`config.mk`:
```
export PLATFORM = sky130hd
export DESIGN_NAME = interleaver_ctrl
export DESIGN_NICKNAME = d
export VERILOG_FILES = /design/src/rtl/interleaver_ctrl.sv
export SDC_FILE = /design/constraint.sdc
export NUM_CORES = 1
export LEC_CHECK = 0
export CORE_UTILIZATION = 40
export CTS_CLUSTER_SIZE = 8
export DETAILED_ROUTE_END_ITERATION = 16
export PLACE_DENSITY = 0.69
export REMOVE_ABC_BUFFERS = 1
export SYNTH_ARGS = -nofsm -noshare
export SYNTH_HDL_FRONTEND = slang
export SYNTH_SLANG_ARGS = --single-unit
```
`constraint.sdc`:
```
create_clock -name clk_i -period 1.9 [get_ports clk_i]
set_input_delay 0.285 -clock clk_i [delete_from_list [all_inputs] [get_ports clk_i]]
set_output_delay 0.285 -clock clk_i [all_outputs]
set_load 0.01 [all_outputs]
```
`src/rtl/interleaver_ctrl.sv`:
```
// Ping-pong bank sequencer for a bit interleaver: linear writes into one bank while the other is read out.
// INTERLEAVER_CTRL_STATS_EN adds the Sym_Count completed-symbol counter; without it Sym_Count is tied to 0.
module interleaver_ctrl #(
    parameter int ADDR_W = 9
) (
    input  logic              clk_i,
    input  logic              rst_i,
    input  logic [1:0]        mode_i,
    input  logic              in_valid_i,
    output logic              in_ready_o,
    output logic              wr_en_o,
    output logic              wr_bank_o,
    output logic [ADDR_W-1:0] wr_addr_o,
    output logic              rd_en_o,
    output logic              rd_bank_o,
    output logic [ADDR_W-1:0] rd_addr_o,
    output logic              out_valid_o,
    input  logic              out_ready_i,
    output logic              sym_start_o,
    output logic              sym_end_o,
    output logic [15:0]       sym_count_o
);
    typedef enum logic {R_IDLE, R_READ} rd_state_e;

    function automatic logic [ADDR_W-1:0] last_idx(input logic [1:0] m);
        case (m)
            2'd0:    last_idx = ADDR_W'(47);
            2'd1:    last_idx = ADDR_W'(95);
            2'd2:    last_idx = ADDR_W'(191);
            default: last_idx = ADDR_W'(287);
        endcase
    endfunction

    logic [ADDR_W-1:0] wr_cnt_q, wr_cnt_d, rd_cnt_q, rd_cnt_d;
    logic              wr_bank_q, wr_bank_d, rd_bank_q, rd_bank_d;
    logic [1:0]        full_q, full_d;
    logic [1:0][1:0]   mode_q, mode_d;
    logic              out_valid_q, out_valid_d;
    logic              sym_start_q, sym_start_d, sym_end_q, sym_end_d;
    rd_state_e         state_q, state_d;

    logic       accept, wr_last, rd_last;
    logic [1:0] wr_mode;

    assign in_ready_o = !rst_i && !full_q[wr_bank_q];
    assign accept     = in_valid_i && in_ready_o;
    // The first bit of a symbol uses the live Mode; later bits use the mode latched for this bank.
    assign wr_mode    = (wr_cnt_q == '0) ? mode_i : mode_q[wr_bank_q];
    assign wr_last    = accept && (wr_cnt_q == last_idx(wr_mode));
    assign rd_en_o    = !rst_i && (state_q == R_READ) && (!out_valid_q || out_ready_i);
    assign rd_last    = rd_en_o && (rd_cnt_q == last_idx(mode_q[rd_bank_q]));

    assign wr_en_o     = accept;
    assign wr_bank_o   = wr_bank_q;
    assign wr_addr_o   = wr_cnt_q;
    assign rd_bank_o   = rd_bank_q;
    assign rd_addr_o   = rd_cnt_q;
    assign out_valid_o = out_valid_q;
    assign sym_start_o = sym_start_q;
    assign sym_end_o   = sym_end_q;

    always_comb begin
        wr_cnt_d    = wr_cnt_q;
        wr_bank_d   = wr_bank_q;
        full_d      = full_q;
        mode_d      = mode_q;
        rd_cnt_d    = rd_cnt_q;
        rd_bank_d   = rd_bank_q;
        out_valid_d = out_valid_q;
        sym_start_d = sym_start_q;
        sym_end_d   = sym_end_q;
        if (accept) begin
            if (wr_cnt_q == '0) mode_d[wr_bank_q] = mode_i;
            if (wr_last) begin
                wr_cnt_d          = '0;
                wr_bank_d         = ~wr_bank_q;
                full_d[wr_bank_q] = 1'b1;
            end else begin
                wr_cnt_d = wr_cnt_q + ADDR_W'(1);
            end
        end
        // Writer only touches an empty bank and reader only a full one, so these never collide.
        if (rd_en_o) begin
            out_valid_d = 1'b1;
            sym_start_d = (rd_cnt_q == '0);
            sym_end_d   = rd_last;
            if (rd_last) begin
                rd_cnt_d          = '0;
                rd_bank_d         = ~rd_bank_q;
                full_d[rd_bank_q] = 1'b0;
            end else begin
                rd_cnt_d = rd_cnt_q + ADDR_W'(1);
            end
        end else if (out_ready_i) begin
            out_valid_d = 1'b0;
            sym_start_d = 1'b0;
            sym_end_d   = 1'b0;
        end
    end

    always_comb begin
        state_d = state_q;
        case (state_q)
            R_IDLE:  if (full_d[rd_bank_d]) state_d = R_READ;
            R_READ:  if (rd_last && !full_d[rd_bank_d]) state_d = R_IDLE;
            default: state_d = R_IDLE;
        endcase
    end

    always_ff @(posedge clk_i) begin
        if (rst_i) begin
            wr_cnt_q    <= '0;
            wr_bank_q   <= 1'b0;
            full_q      <= '0;
            mode_q      <= '0;
            rd_cnt_q    <= '0;
            rd_bank_q   <= 1'b0;
            out_valid_q <= 1'b0;
            sym_start_q <= 1'b0;
            sym_end_q   <= 1'b0;
            state_q     <= R_IDLE;
        end else begin
            wr_cnt_q    <= wr_cnt_d;
            wr_bank_q   <= wr_bank_d;
            full_q      <= full_d;
            mode_q      <= mode_d;
            rd_cnt_q    <= rd_cnt_d;
            rd_bank_q   <= rd_bank_d;
            out_valid_q <= out_valid_d;
            sym_start_q <= sym_start_d;
            sym_end_q   <= sym_end_d;
            state_q     <= state_d;
        end
    end

`ifdef INTERLEAVER_CTRL_STATS_EN
    logic [15:0] sym_count_q;

    always_ff @(posedge clk_i) begin
        if (rst_i) begin
            sym_count_q <= '0;
        end else if (sym_end_q && out_valid_q && out_ready_i) begin
            sym_count_q <= sym_count_q + 16'd1;
        end
    end

    assign sym_count_o = sym_count_q;
`else
    assign sym_count_o = '0;
`endif

endmodule

```
**Routing congestion map**

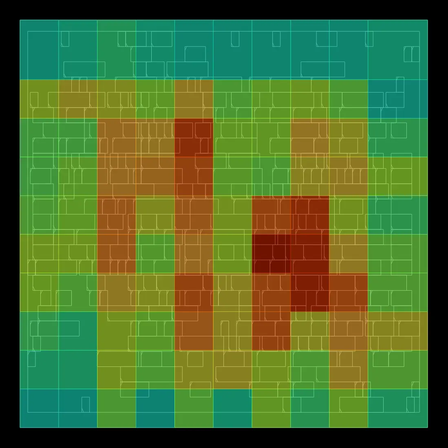
WL/cell: 13.2 microns
met1 Usage GRT: 0.231
Global Route met2 Usage: 0.336
GR Util met3: 0.0428
final design utilization: 0.626

**Metal 1**

Drawn at 4 px/micron. Cells faint in the background.
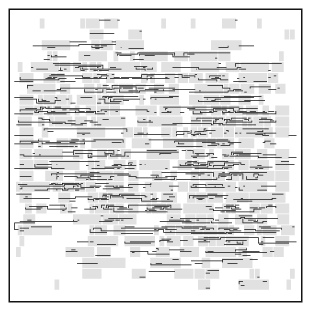
wire length on this layer: 2,190 microns
longest straight run: 20.7 microns

==> results.ini <==
[global_route]
grt_pass1_vias = 1737
grt_pass1_wl_microns = 7840

[cells_and_area]
layout.nonclk_buf_frac = 0.253
drive_above_1_share = 0.376
fin_nets = 321
design.seq.count = 30
mostFrequentLayoutCells = buf_4 (55), nor2_1 (28), clkdlybuf4s50_1 (28)
inverters = 11
layout_top_cell = buf_4
nClkBuffers = 6
nNonClkBuffers = 89
antenna_cells = 0

[route]
highest_layer = met4
routed_via_density = 4.92
antenna_left = 0
route.met2.wl_microns = 2500

[worst_setup_path]
worstPathArrival_ns = 2.31
cp_slowest_cell = o41a_4
path_max_fanout = 7
worstPathRequired_ns = 2.07
crit_cells = 8
rrSetupSlack_ns = -0.24

[logic_synthesis]
syn_area_sq_mm = 0.00200
ys_sh_mux = 0.0731
synth_cell_types = 58
synth.largest_area_cell = dfxtp_1
xor_area_frac = 0.0769
ys.flop_type = dfxtp_1
postSynthAreaPerCell_sq_um = 8.78
aoi_share = 0.132

[placement]
placed_area_sq_mm = 0.00267
place.port_buffers = 31
dp.cells = 367

[hold_path]
holdPathStages = 2

[floorplanning]
die.size.y_microns = 72.7
n_tap_cell = 67

[status]
failed_checks = setup timing
status = finished with violations

[power_and_ir_drop]
p_seq_frac = 0.411
switching_power_mw = 0.378

[flow_run]
warnings = 29

[final_timing]
setup_violations = 14
setup_ws_ns = -0.239
clock_skew_ns = 0.00852
fmax_mhz = 467
hold_viol = 0
post-route-period-util = 1.13

[cts]
cts.sink_count = 30
cts.clk_slew.worst_paths_ns = 0.07
cts_inserted_buffers = 5
cts_hold_repair.buffers = 0
h-tree-depth = 2

